## src/rtl/fwd_pkg.sv

```systemverilog
`default_nettype none
// ============================================================================
//  Package     : fwd_pkg
//  Description : Shared types and constants for the fwd_sel_pipe operand
//                select stage (state encoding, default width, counter width).
//  Revision    : 1.0  initial release
// ============================================================================
package fwd_pkg;

    // Default data width of one forwarding source / operand channel
    localparam int XLEN_DEF = 32;

    // Width of the optional statistics counters
    localparam int CNT_W = 16;

    // Occupancy of the two-entry (main + skid) output buffer
    typedef enum logic [1:0] {
        ST_EMPTY = 2'd0,
        ST_ONE   = 2'd1,
        ST_FULL  = 2'd2
    } fwd_state_e;

    // Increment that sticks at all-ones instead of wrapping
    function automatic logic [CNT_W-1:0] sat_inc(input logic [CNT_W-1:0] v);
        return (&v) ? v : v + CNT_W'(1);
    endfunction

endpackage
`default_nettype wire

```

## src/rtl/fwd_sel_mux.sv

```systemverilog
`default_nettype none
// ============================================================================
//  Module      : fwd_sel_mux
//  Description : Combinational NSRC:1 select for one operand channel. A
//                select value at or beyond NSRC yields zero data and flags
//                an error instead of picking an undefined source.
//  Revision    : 1.0  initial release
// ============================================================================
module fwd_sel_mux #(
    parameter int XLEN = 32,
    parameter int NSRC = 3,
    parameter int SELW = 2
) (
    input  logic [NSRC*XLEN-1:0] src_data_i,
    input  logic [SELW-1:0]      sel_i,
    output logic [XLEN-1:0]      data_o,
    output logic                 err_o
);

    // Default to "no match"; a matching in-range select overrides both outputs
    always_comb begin
        data_o = '0;
        err_o  = 1'b1;
        for (int k = 0; k < NSRC; k++) begin
            if (sel_i == SELW'(k)) begin
                data_o = src_data_i[k*XLEN +: XLEN];
                err_o  = 1'b0;
            end
        end
    end

endmodule
`default_nettype wire

```

## src/rtl/fwd_sel_pipe.sv

```systemverilog
`default_nettype none
// ============================================================================
//  Module      : fwd_sel_pipe
//  Description : Per-channel forwarding-source select followed by a two-entry
//                valid/ready skid buffer with synchronous flush. in_ready is
//                registered, so out_ready never reaches in_ready
//                combinationally.
//                Optional build macro FWD_SEL_STATS_EN enables the saturating
//                stall and select-error counters; otherwise they read zero.
//  Revision    : 1.0  initial release
// ============================================================================
module fwd_sel_pipe
    import fwd_pkg::*;
#(
    parameter  int XLEN = XLEN_DEF,
    parameter  int NSRC = 3,
    parameter  int NCH  = 2,
    localparam int SELW = (NSRC > 1) ? $clog2(NSRC) : 1
) (
    input  logic                 clk,
    input  logic                 rst,
    input  logic                 flush,
    input  logic                 in_valid,
    output logic                 in_ready,
    input  logic [NSRC*XLEN-1:0] src_data,
    input  logic [NCH*SELW-1:0]  sel,
    output logic                 out_valid,
    input  logic                 out_ready,
    output logic [NCH*XLEN-1:0]  out_data,
    output logic [NCH-1:0]       sel_err,
    output logic [CNT_W-1:0]     stall_cnt,
    output logic [CNT_W-1:0]     selerr_cnt
);

    logic [NCH*XLEN-1:0] w_data;
    logic [NCH-1:0]      w_err;

    fwd_state_e          state_q, state_d;
    logic                in_ready_q;
    logic [NCH*XLEN-1:0] main_data_q, skid_data_q;
    logic [NCH-1:0]      main_err_q,  skid_err_q;

    logic                w_accept, w_fire;
    logic                w_load_main, w_load_skid, w_skid_to_main;

    // One select/range-check slice per operand channel
    generate
        for (genvar c = 0; c < NCH; c++) begin : g_ch
            fwd_sel_mux #(
                .XLEN (XLEN),
                .NSRC (NSRC),
                .SELW (SELW)
            ) u_mux (
                .src_data_i (src_data),
                .sel_i      (sel[c*SELW +: SELW]),
                .data_o     (w_data[c*XLEN +: XLEN]),
                .err_o      (w_err[c])
            );
        end
    endgenerate

    assign in_ready  = in_ready_q;
    assign out_valid = (state_q != ST_EMPTY);
    assign out_data  = main_data_q;
    assign sel_err   = main_err_q;

    assign w_accept  = in_valid & in_ready_q;
    assign w_fire    = out_valid & out_ready;

    // Next-state and entry-load decode; flush overrides everything and drops
    // any bundle accepted in the same cycle
    always_comb begin
        state_d        = state_q;
        w_load_main    = 1'b0;
        w_load_skid    = 1'b0;
        w_skid_to_main = 1'b0;
        if (flush) begin
            state_d = ST_EMPTY;
        end else begin
            case (state_q)
                ST_EMPTY: begin
                    if (w_accept) begin
                        state_d     = ST_ONE;
                        w_load_main = 1'b1;
                    end
                end
                ST_ONE: begin
                    if (w_accept && w_fire) begin
                        state_d     = ST_ONE;
                        w_load_main = 1'b1;
                    end else if (w_accept) begin
                        state_d     = ST_FULL;
                        w_load_skid = 1'b1;
                    end else if (w_fire) begin
                        state_d     = ST_EMPTY;
                    end
                end
                ST_FULL: begin
                    if (w_fire) begin
                        state_d        = ST_ONE;
                        w_skid_to_main = 1'b1;
                    end
                end
                default: begin
                    state_d = ST_EMPTY;
                end
            endcase
        end
    end

    // State, registered ready and the two data entries (held unless loaded)
    always_ff @(posedge clk or posedge rst) begin
        if (rst) begin
            state_q     <= ST_EMPTY;
            in_ready_q  <= 1'b1;
            main_data_q <= '0;
            main_err_q  <= '0;
            skid_data_q <= '0;
            skid_err_q  <= '0;
        end else begin
            state_q    <= state_d;
            in_ready_q <= (state_d != ST_FULL);
            if (w_load_main) begin
                main_data_q <= w_data;
                main_err_q  <= w_err;
            end else if (w_skid_to_main) begin
                main_data_q <= skid_data_q;
                main_err_q  <= skid_err_q;
            end
            if (w_load_skid) begin
                skid_data_q <= w_data;
                skid_err_q  <= w_err;
            end
        end
    end

`ifdef FWD_SEL_STATS_EN
    logic [CNT_W-1:0] stall_cnt_q, selerr_cnt_q;
    logic             w_stall_inc, w_selerr_inc;

    // A bundle discarded by flush was never really accepted, so it is not counted
    assign w_stall_inc  = out_valid & ~out_ready;
    assign w_selerr_inc = w_accept & ~flush & (|w_err);

    // Saturating statistics counters; only reset clears them
    always_ff @(posedge clk or posedge rst) begin
        if (rst) begin
            stall_cnt_q  <= '0;
            selerr_cnt_q <= '0;
        end else begin
            if (w_stall_inc) begin
                stall_cnt_q <= sat_inc(stall_cnt_q);
            end
            if (w_selerr_inc) begin
                selerr_cnt_q <= sat_inc(selerr_cnt_q);
            end
        end
    end

    assign stall_cnt  = stall_cnt_q;
    assign selerr_cnt = selerr_cnt_q;
`else
    assign stall_cnt  = '0;
    assign selerr_cnt = '0;
`endif

endmodule
`default_nettype wire

```

## config.mk

```make
export PLATFORM = sky130hd
export DESIGN_NAME = fwd_sel_pipe
export DESIGN_NICKNAME = d
export VERILOG_FILES = /design/src/rtl/fwd_pkg.sv /design/src/rtl/fwd_sel_mux.sv /design/src/rtl/fwd_sel_pipe.sv
export SDC_FILE = /design/constraint.sdc
export NUM_CORES = 1
export LEC_CHECK = 0
export CORE_AREA = 2 2 126 128
export CTS_CLUSTER_DIAMETER = 100
export CTS_CLUSTER_SIZE = 25
export DETAILED_ROUTE_END_ITERATION = 8
export DIE_AREA = 0 0 128 130
export GPL_TIMING_DRIVEN = 0
export PLACE_DENSITY_LB_ADDON = 0.3
export SYNTH_ARGS = -nofsm -noshare
export SYNTH_HDL_FRONTEND = slang
export SYNTH_SLANG_ARGS = --single-unit
```

## constraint.sdc

```tcl
create_clock -name clk -period 5.3 [get_ports clk]
set_input_delay 0.795 -clock clk [delete_from_list [all_inputs] [get_ports clk]]
set_output_delay 0.795 -clock clk [all_outputs]
set_load 0.02 [all_outputs]
```

==> flow_summary.yaml, run 1 <==
# synthesis and place-and-route metrics
logic_synthesis:
  yosysWarnings: 0
  syn_avg_cell_area_um2: 10.6
  ys_cells: 680
  synth_cell_types: 31
  postSynthSeqShare_pct: 46.8
  synth.ff_latch_count: 135
  ff_type: "dfrtp_1"
  synth.most_common_cell: "mux2i_1"
  topCellsByArea: "dfrtp_1 (46%), mux2i_1 (25%), a21oi_1 (6.5%)"
  synthArstFlopShare_pct: 100
  synth_area_um2: 7220
drt:
  drt_first_pass_iters: 5
  wl_met2_um: 9610
  wl_per_cell_um: 17.8
  wl_met3_um: 1120
  vias_per_cell: 5.27
  drt_iter0_markers: 313
  wl_met1_um: 8710
power_and_ir_drop:
  p_switching_mw: 1.08
  seqPwrFrac_pct: 39.3
  p_int_mw: 2.64
  ir_drop_mv: 0.227
  total_power_mw: 3.72
  clkPwrFrac_pct: 34.3
  power.leakage_nw: 4.30
sta:
  rsz0062_at_grt: "false"
  hold_viol: 0
  finalCritPeriodShare_pct: 47.6
  slew_violations: 0
  relSlewSlack_pct: 56.6
  setup-violations-final: 0
  timing.fmax_mhz: 396
  tightest_slew_ps: 651
clock_tree:
  cts_tree: "built"
  cts_hold_buf: 0
  cts_sinks: 135
  clk-insertion-delay-late_ps: 410
  postCtsSetupBuffers: 0
  path_clk_slew_ps: 60
  htree_levels: 4
  clock_path_buffers: 2
  numCtsBuffers: 17
flow_run:
  warning_count: 26
min_path:
  hp-start: "skid_data_q[5]"
  hold_end: "skid_data_q[5]"
  hold_path_class: "register to register"
  hold_depth: 1
placed_design:
  detailedPlacementHpwl_um: 14100
  place_congestion: 0.823
  port_buffers: 168
critical_path:
  reg2reg_depth: 5
  crit_chain: "or2_2 > clkdlybuf4s50_1"
  critical_path_arrival_ps: 1730
  critPathKind: "register to output pin"
  cp-start-kind: "register"
  worst_ep_required_time_ps: 4510
  crit_start: "state_q[1]"
  r2r-start: "state_q[1]"
  endpoint: "out_valid"
  cp_max_fo: 6
final_layout:
  n_antenna_cell: 0
  area_delta_synth_final_pct: 37.5
  lay_top_count: "mux2i_1"
  nets: 1004
global_route:
  grt_max_degree: 78
  antenna_found_initial: 0
  grt.busiest_layer: "met2"
  grt_pass1_wl_um: 30800
floorplan:
  die_area_um2: 16600
  die_y_um: 130
  floorplan.core_util_pct: 46.8
  coreArea_um2: 15400
outcome:
  status: "finished clean"
## run 1: critical path, delay by kind of cell (launching register included)
family / cells / cell delay (ps)
buffers and inverters: 1 / 550
DFF: 1 / 460
and+or+nand+nor: 1 / 310
## run 1: kinds of logic (layout without fill, tap and decap cells)
| group | Yosys count | after routing | synth area share (%) |
|---|---|---|---|
| compound gates | 134 | 134 | 10.3 |
| xor+xnor | 1 | 1 | 0.121 |
| buf+inv | 88 | 288 | 7.91 |
| flops | 135 | 135 | 46.8 |
| mux | 194 | 194 | 27.2 |
| other cells | 1 | 32 | 0.0520 |
| simple gates | 127 | 127 | 7.63 |
## run 1: stage by stage
stage / TNS, ps / cells / utilization, % / instance area, um^2 / worst slack, ps
floorplan: 0 / 711 / - / 7330 / 896
CTS: 0 / 1103 / 64.3 / 9920 / 2760
finish: 0 / 1103 / 64.3 / 9920 / 2780
global placement: -129110 / 1071 / 60.0 / 9260 / -977
global route: 0 / 1103 / 64.3 / 9920 / 2750
detailed placement: 0 / 1072 / 60.2 / 9290 / 2580
## run 1: power groups by stage
| stage | clock network [mW] | registers [mW] | logic (mW) |
|---|---|---|---|
| final | 1.28 | 1.46 | 0.984 |
| after global routing | 1.34 | 1.50 | 1.07 |
| after CTS | 1.30 | 1.46 | 0.991 |
| after detailed placement | 0 | 1.47 | 0.983 |
| after global placement | 0 | 1.47 | 0.959 |
| after floorplan | 0 | 1.57 | 0.434 |
## run 1: registers in the layout, indices dropped and copies added, names as in the netlist
name and cells:
out_data 64, skid_data_q 64, sel_err 2, skid_err_q 2
state_q 2, in_ready 1
## run 1: layout make-up
type,instances,area (um^2)
plain buffers,84,556
clock buffers,21,460
clock inverters,10,175
fillers,1300,5500
inverters,4,20.0
multi-input cells,488,3380
flip-flops and latches,135,3380
well taps,192,240
repair buffers,169,1710
==> run_1/m1.png <==
Drawn at 2 px/um.
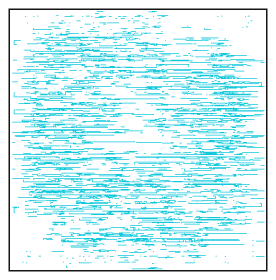
wire length on this layer: 8720 um
main direction: horizontal
share of all routed wire: 44%
longest straight run: 55.2 um
Vias: 5811
GR Util met1: 32.2%
final wirelength: 19700 um

==> run_1/gates.png <==
Drawn at 2 px/um.
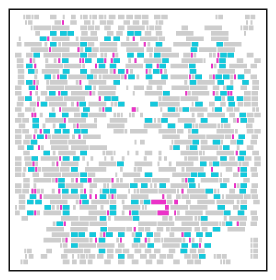
| color | family | cells | where |
|---|---|---|---|
| magenta | nor cells | 101 | widely spread |
| cyan | mux cells | 194 | widely spread |
Post-Layout Cell Count: 1103
Comb/total area: 34.1%

==> run_1/congestion_map.png <==
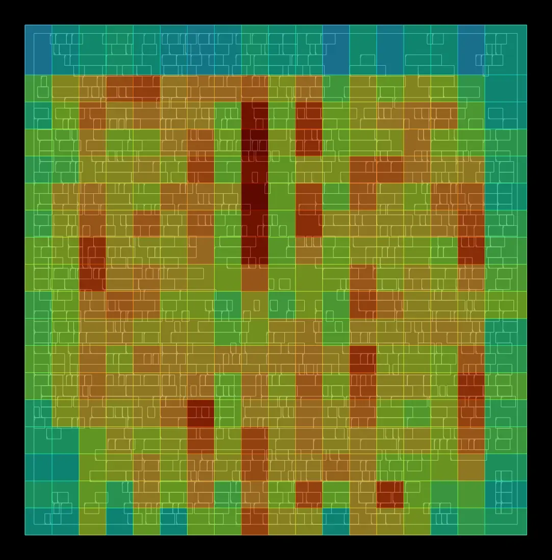
global-route met2 utilization: 40.5%
grt met3 use: 5.37%
total track usage: 24.2%
Final Core Density: 64.3%

==> run_1/ff_map.png <==
Drawn at 4 px/um. Other sequential cells in the stronger gray, the rest of the logic in the fainter gray.
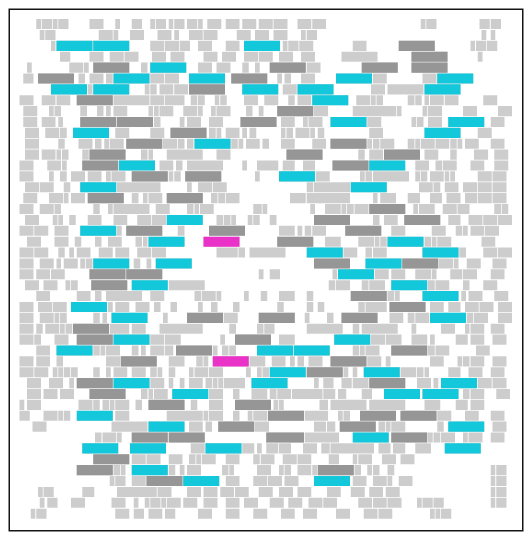

==> inputs of run 2 (changes only) <==
- clock period: 5.3 -> 2.4 ns (I/O delays scaled with it)
==> run_2/ff_map.png <==
Drawn at 4 px/um. Other sequential cells in the stronger gray, the rest of the logic in the fainter gray.
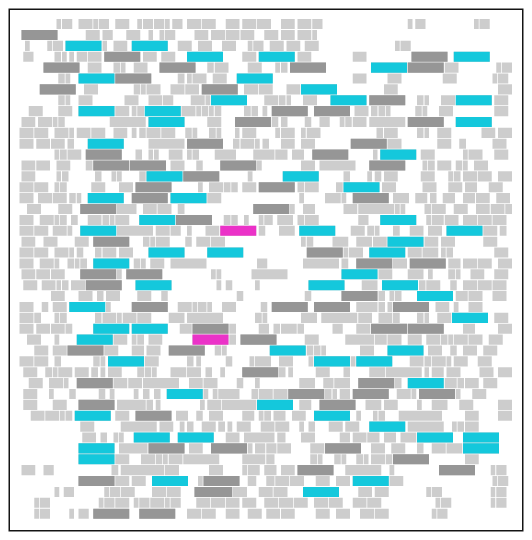
| color | signal | placed flops |
|---|---|---|
| magenta | `skid_err_q` | 2 |
| cyan | `out_data` | 64 |
Seq. pwr: 3.23 mW
Flop area: 3380 um^2
Final Core Density: 64.3%
Seq area share: 34.1%

==> run_2/gates.png <==
Drawn at 2 px/um.
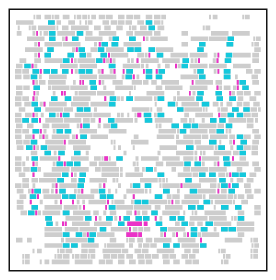
| color | family | cells | where |
|---|---|---|---|
| cyan | mux cells | 194 | widely spread |
| magenta | nor cells | 101 | widely spread |
Top cell excl fill/tap: mux2i_1
Post-Layout Cell Count: 1106
Comb/total area: 34.1%

==> run 2 against run 1 <==
Final cell count grew 0.27%. Flip-flop count unchanged. Critical path depth unchanged. Largest power group unchanged. Clock-buffer cell count down 3. Clock power up 100%. Total power up 120%. Combinational power increased by 120%. Utilization is 0.073 points lower. Non-clock buffer count up 2. First-iteration DRC count rose by 10%.
==> flow_summary.yaml, run 2 <==
# synthesis and place-and-route metrics
logic_synthesis:
  synth.cells.most_frequent: "mux2i_1 (177), dfrtp_1 (134), nor2_1 (95)"
  postSynthSeqShare_pct: 46.8
  synth_cell_types: 31
  ys_cells: 680
  yosys-stat-area_um2: 7220
  syn_avg_cell_area_um2: 10.6
  largest_area_cell: "dfrtp_1"
  synthArstFlopShare_pct: 100
  edf_count: 0
  yosysWarnings: 0
  topCellsByArea: "dfrtp_1 (46%), mux2i_1 (25%), a21oi_1 (6.5%)"
  synth.most_common_cell: "mux2i_1"
  synth.ff_latch_count: 135
  ff_type: "dfrtp_1"
  synth_area_um2: 7220
  top_area_share_pct: 46.5
  syn_inst: 680
placed_design:
  placed_area_um2: 9320
  port_buffers: 168
  place_congestion: 0.818
  detailedPlacementHpwl_um: 14500
sta:
  finalCritPeriodShare_pct: 86.6
  tightest_slew_ps: 781
  hold_viol: 0
  timing.fmax_mhz: 481
  finalCriticalPeriod_ps: 2080
  setup-violations-final: 0
  finClkSkew_ps: 5.07
  slew_violations: 0
  relSlewSlack_pct: 47.8
  rsz0062_at_grt: "false"
floorplan:
  die_x_um: 128
  io_pins: 205
  floorplan.core_util_pct: 46.8
  fp-row-count: 46
  die_y_um: 130
  coreArea_um2: 15400
  die_area_um2: 16600
final_layout:
  area_delta_synth_final_pct: 37.3
  nets: 1006
  layout-drive-gt1-share_pct: 13.0
  n_antenna_cell: 0
  logic_area_um2: 3380
  fill_cells: 1277
  final_cell_area_um2: 9910
  lay_top_cells: "mux2i_1 (177), clkdlybuf4s50_1 (168), dfrtp_1 (134)"
min_path:
  hp-start: "sel[1]"
  hold_path_class: "input pin to register"
  hold_end: "out_data[16]"
  hold_depth: 4
drt:
  vias_per_cell: 5.28
  drc: 0
  top_layer: "met4"
  wl_met2_um: 9500
  drt_iter0_markers: 345
  wl_per_cell_um: 17.9
  drt_first_pass_iters: 4
  wl_met3_um: 1210
  vias: 5836
  drtAntennaViolNets: 0
  routed_wl_um: 19800
  wl_met1_um: 8890
power_and_ir_drop:
  p_switching_mw: 2.49
  ir_drop_mv: 0.611
  p_int_mw: 5.52
  seqPwrFrac_pct: 40.4
  sw_frac_of_total_pct: 31.1
  combPwrFrac_pct: 27.2
  clkPwrFrac_pct: 32.4
  power_density_nw_per_um2: 808
  power.leakage_nw: 4.27
clock_tree:
  clk-insertion-delay-late_ps: 420
  cts_root_buf: "clkbuf_16"
  clock_path_buffers: 2
  numCtsBuffers: 17
  cts_hold_buf: 0
  path_clk_slew_ps: 60
  htree_levels: 4
  cts_sinks: 135
  postCtsSetupBuffers: 0
  cts_tree: "built"
  ctsResizeCount: 0
critical_path:
  cp-start-kind: "register"
  critical_path_arrival_ps: 1720
  end_kind: "output pin"
  rr_endpoint: "skid_data_q[37]"
  crit_start: "state_q[1]"
  critPathKind: "register to output pin"
  max_stage_delay_ps: 540
  worst_ep_required_time_ps: 2040
  crit_family: "buffers and inverters"
  critPathBufInv: 1
  r2r-start: "state_q[1]"
  reg2reg_slack_ps: 510
  cpMaxStageDelayCell: "clkdlybuf4s50_1"
  cp_max_fo: 6
  crit_chain: "or2_2 > clkdlybuf4s50_1"
  reg2reg_depth: 5
global_route:
  grt_pass1_wl_um: 31400
  overflow: 0
  grt_pass1_vias: 5927
  grt_max_degree: 39
  antenna_found_initial: 0
  grt.busiest_layer: "met2"
  grt.met3_usage_pct: 5.70
flow_run:
  drv_cap: 0
  warning_count: 26
outcome:
  status: "finished clean"
==> run_2/congestion_map.png <==
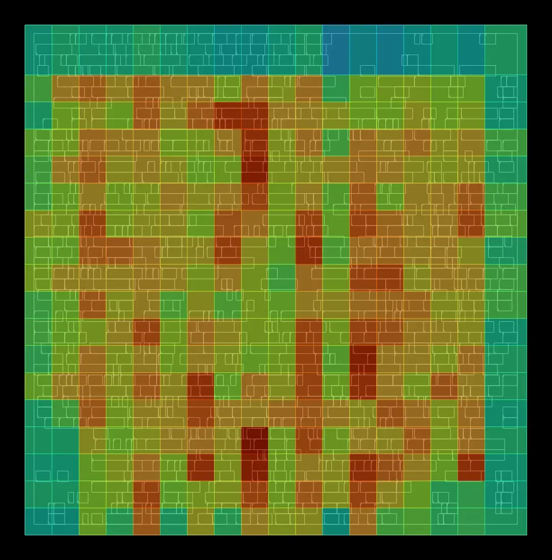
global-route met2 utilization: 40.5%
total track usage: 24.5%
GR Util met1: 32.6%

==> run 2: worst max-delay path by stage <==
| stage | endpoint | cells past startpoint |
|---|---|---|
| 6_report | out_valid | 2 |
| 5_1_grt | out_valid | 2 |
| 4_1_cts | out_valid | 2 |
| 3_5_place_dp | skid_data_q[37] | 6 |
| 3_3_place_gp | out_data[44] | 2 |
| 2_1_floorplan | out_data[0] | 1 |
==> run 2: tightest hold or removal path, delay by kind of cell <==
| kind | cells | cell delay, ps |
|---|---|---|
| buffers and inverters | 1 | 190 |
| AOI/OAI and AO/OA | 2 | 160 |
| and+or+nand+nor | 1 | 70 |
==> run 2: cell families after synthesis <==
kind of cell	count (synthesis)	synth area share (%)
multiplexers	194	27.2
flip-flops	135	46.8
AND-OR/OR-AND	134	10.3
AND/OR/NAND/NOR	127	7.63
buffers and inverters	88	7.91
XOR/XNOR	1	0.121
other	1	0.0520
==> run 2: cell type report <==
type | count | area share [%]
well taps | 192 | 2.42
inverters | 4 | 0.189
clock buffers | 18 | 4.43
clock inverters | 14 | 1.55
multi-input cells | 488 | 34.1
plain buffers | 84 | 5.60
repair buffers | 171 | 17.6
flip-flops and latches | 135 | 34.1
==> run 2: power groups by stage <==
stage	clock [mW]	combinational, mW	sequential, mW
3_5_place_dp	0	2.18	3.26
4_1_cts	2.63	2.19	3.23
6_report	2.60	2.18	3.23
2_1_floorplan	0	0.959	3.47
3_3_place_gp	0	2.12	3.24
5_1_grt	2.73	2.38	3.29
==> run 2: through the flow <==
step	TNS [ps]	setup slack (ps)	cells	hold WS [ps]	power, mW
floorplan	0	362	711	426	4.43
global placement	-116650	-881	1071	469	5.36
detailed placement	0	129	1074	476	5.44
CTS	0	314	1106	393	8.05
global route	0	286	1106	431	8.40
finish	0	321	1106	406	8.01
==> run_2/closeup.png <==
Region (84, 85) to (109, 110) um. Cells in gray, sequential cells in the stronger gray; small squares are vias.
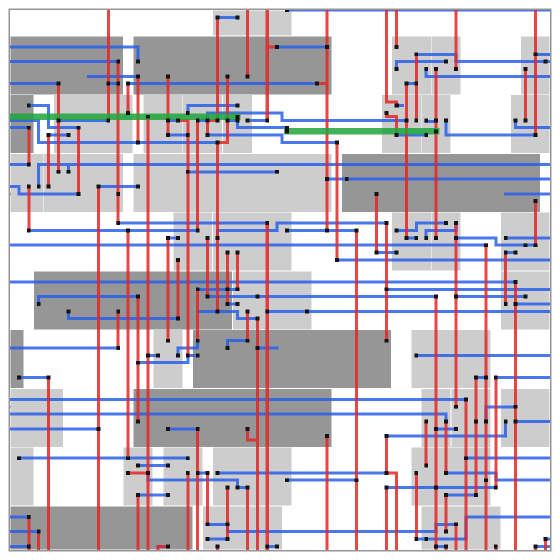

==> inputs of run 3 (changes only) <==
- SETUP_SLACK_MARGIN: unset -> 0.4
==> run_3/closeup.png <==
Region (84, 85) to (109, 110) um. Cells in gray, sequential cells in the stronger gray; small squares are vias.
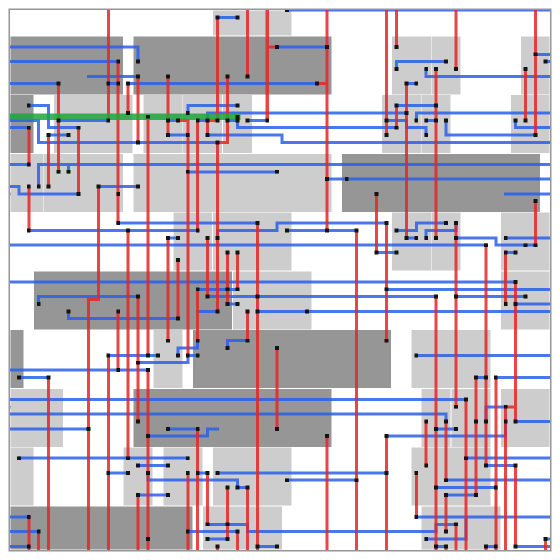
| color | layer |
|---|---|
| blue | M1 |
| green | M3 |
| red | M2 |
netlist names of flops here include: `skid_data_q` (4), `out_data` (3)
most frequent: mux2i_1 (10), a21oi_1 (8)
sequential cells in the window: 7
cells with their middle in the window: 37

==> run_3/congestion_map.png <==
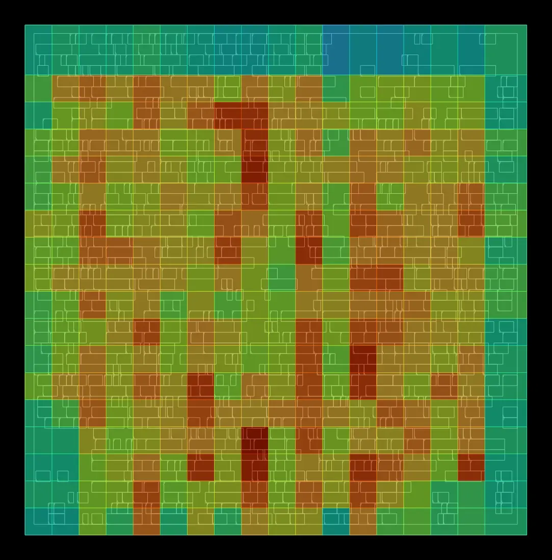
grt met3 use: 5.70%
total track usage: 24.5%
GR Util met1: 32.6%
Final Core Density: 64.3%
layer with the highest usage: met2

==> run_3/gates.png <==
Drawn at 2 px/um.
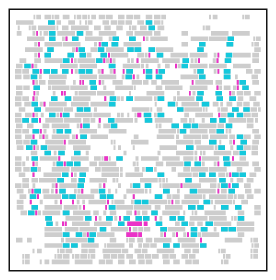
| color | family | cells | where |
|---|---|---|---|
| cyan | mux cells | 194 | widely spread |
| magenta | nor cells | 101 | widely spread |
Comb/total area: 34.1%

==> run 3 against run 2 <==
Die size unchanged. Synthesized cell count unchanged. Via count is 0.24% lower. Sequential share of layout area is essentially flat. Synthesized area stayed put. Utilization about the same. Critical endpoint is now in_ready. Fmax grew 6.2%. Final cell count is the same.
==> flow_summary.yaml, run 3 <==
# synthesis and place-and-route metrics
outcome:
  status: "finished clean"
sta:
  finalCriticalPeriod_ps: 1960
  finalCritPeriodShare_pct: 81.6
  tightest_slew_ps: 782
  slew_violations: 0
  relSlewSlack_pct: 47.8
  timing.fmax_mhz: 511
logic_synthesis:
  syn_inst: 680
  postSynthSeqShare_pct: 46.8
  synth_cell_types: 31
  syn_avg_cell_area_um2: 10.6
  ys_sh_adder_pct: 0
  synth.area.mux_share_pct: 27.2
  synth.cells.most_frequent: "mux2i_1 (177), dfrtp_1 (134), nor2_1 (95)"
  ys_sh_aoi_pct: 10.3
  yosys-stat-area_um2: 7220
  synth_area_um2: 7220
  edf_count: 0
  top_area_share_pct: 46.5
  ys_cells: 680
  ys_sh_simple_pct: 7.63
  ff_type: "dfrtp_1"
  synth.ff_latch_count: 135
  ys_sh_xor_pct: 0.121
  topCellsByArea: "dfrtp_1 (46%), mux2i_1 (25%), a21oi_1 (6.5%)"
clock_tree:
  htree_levels: 4
  cts_tree: "built"
  cts_sinks: 135
  path_clk_slew_ps: 60
  clk-insertion-delay-late_ps: 420
  postCtsSetupBuffers: 0
critical_path:
  reg2reg_slack_ps: 520
  cp-start-kind: "register"
  end_kind: "output pin"
  critPathBufInv: 1
  cpMaxStageDelayCell: "clkdlybuf4s50_1"
  crit_family: "buffers and inverters"
  critPathKind: "register to output pin"
  critical_path_arrival_ps: 1600
  crit_chain: "clkdlybuf4s50_1"
  max_stage_delay_ps: 610
final_layout:
  lay_top_count: "mux2i_1"
  nets: 1006
  lay_top_cells: "mux2i_1 (177), clkdlybuf4s50_1 (167), dfrtp_1 (134)"
  layout-drive-gt1-share_pct: 13.0
  final_cell_area_um2: 9910
  instances_no_fill: 1106
global_route:
  grt_pass1_wl_um: 31400
  grt_max_degree: 39
  overflow: 0
floorplan:
  die_area_um2: 16600
  die_x_um: 128
  die_y_um: 130
placed_design:
  place_inst: 1074
  placed_area_um2: 9320
  port_buffers: 168
drt:
  routed_wl_um: 19800
  drt_iter0_markers: 343
  wl_per_cell_um: 17.9
  drt_first_pass_iters: 4
  drc: 0
  vias: 5822
min_path:
  hold_path_class: "input pin to register"
power_and_ir_drop:
  power.leakage_nw: 4.27
  total_power_mw: 8.01
  power_density_nw_per_um2: 808
-- run 3: final timing paths --
path | endpoint | startpoint | cells after the start
min | out_data[15] | sel[1] | 4
max | in_ready | in_ready | 1
min in group asynchronous | out_data[31] | rst | 2
max reg2reg | skid_data_q[37] | in_ready | 5
min reg2reg | skid_data_q[4] | skid_data_q[4] | 1
max in group asynchronous | skid_data_q[43] | rst | 4
-- run 3: layer usage --
layer / vias up / part of all wire (%) / GRT usage, %
met3: 15 / 6.0 / 5.70
met2: 192 / 48 / 40.5
met4: 0 / 1.0 / 6.92
li1: 2755 / - / -
met1: 2860 / 45 / 32.6
met5: - / 0 / 0
-- run 3: repair_timing --
| action | CTS | global route |
|---|---|---|
| gates resized | 1 | 0 |
| setup endpoints to repair | 1 | 0 |
| endpoints found under the hold margin | 0 | 0 |
-- run 3: logic make-up (layout without fill, tap and decap cells) --
group,after synthesis,in the layout
muxes,194,194
buffers and inverters,88,291
xor gates and xnor gates,1,1
DFF,135,135
AOI/OAI and AO/OA,134,134
and+or+nand+nor,127,127
other,1,32
-- run 3: per-stage QoR --
stage                     worst slack (ps)  hold WS (ps)
after floorplan                        362           426
after global placement                -881           469
after detailed placement               129           476
after CTS                              425           393
after global routing                   407           431
final                                  441           423
-- run 3: final cells by class --
class	instances	area (um^2)	area share (%)
multi-input combinational	488	3380	34.1
clock inverter	14	154	1.55
sequential	135	3380	34.1
clock buffer	18	439	4.43
timing repair buffer	171	1740	17.6
inverter	4	18.8	0.189
buffer	84	556	5.61
tap	192	240	2.42
-- run 3: where the power goes --
group | switching, mW | internal (mW) | leakage, nW
logic | 1.09 | 1.08 | 2.34
clock network | 1.04 | 1.56 | 0.270
registers | 0.354 | 2.88 | 1.66
Power and IR drop assume default switching activity.
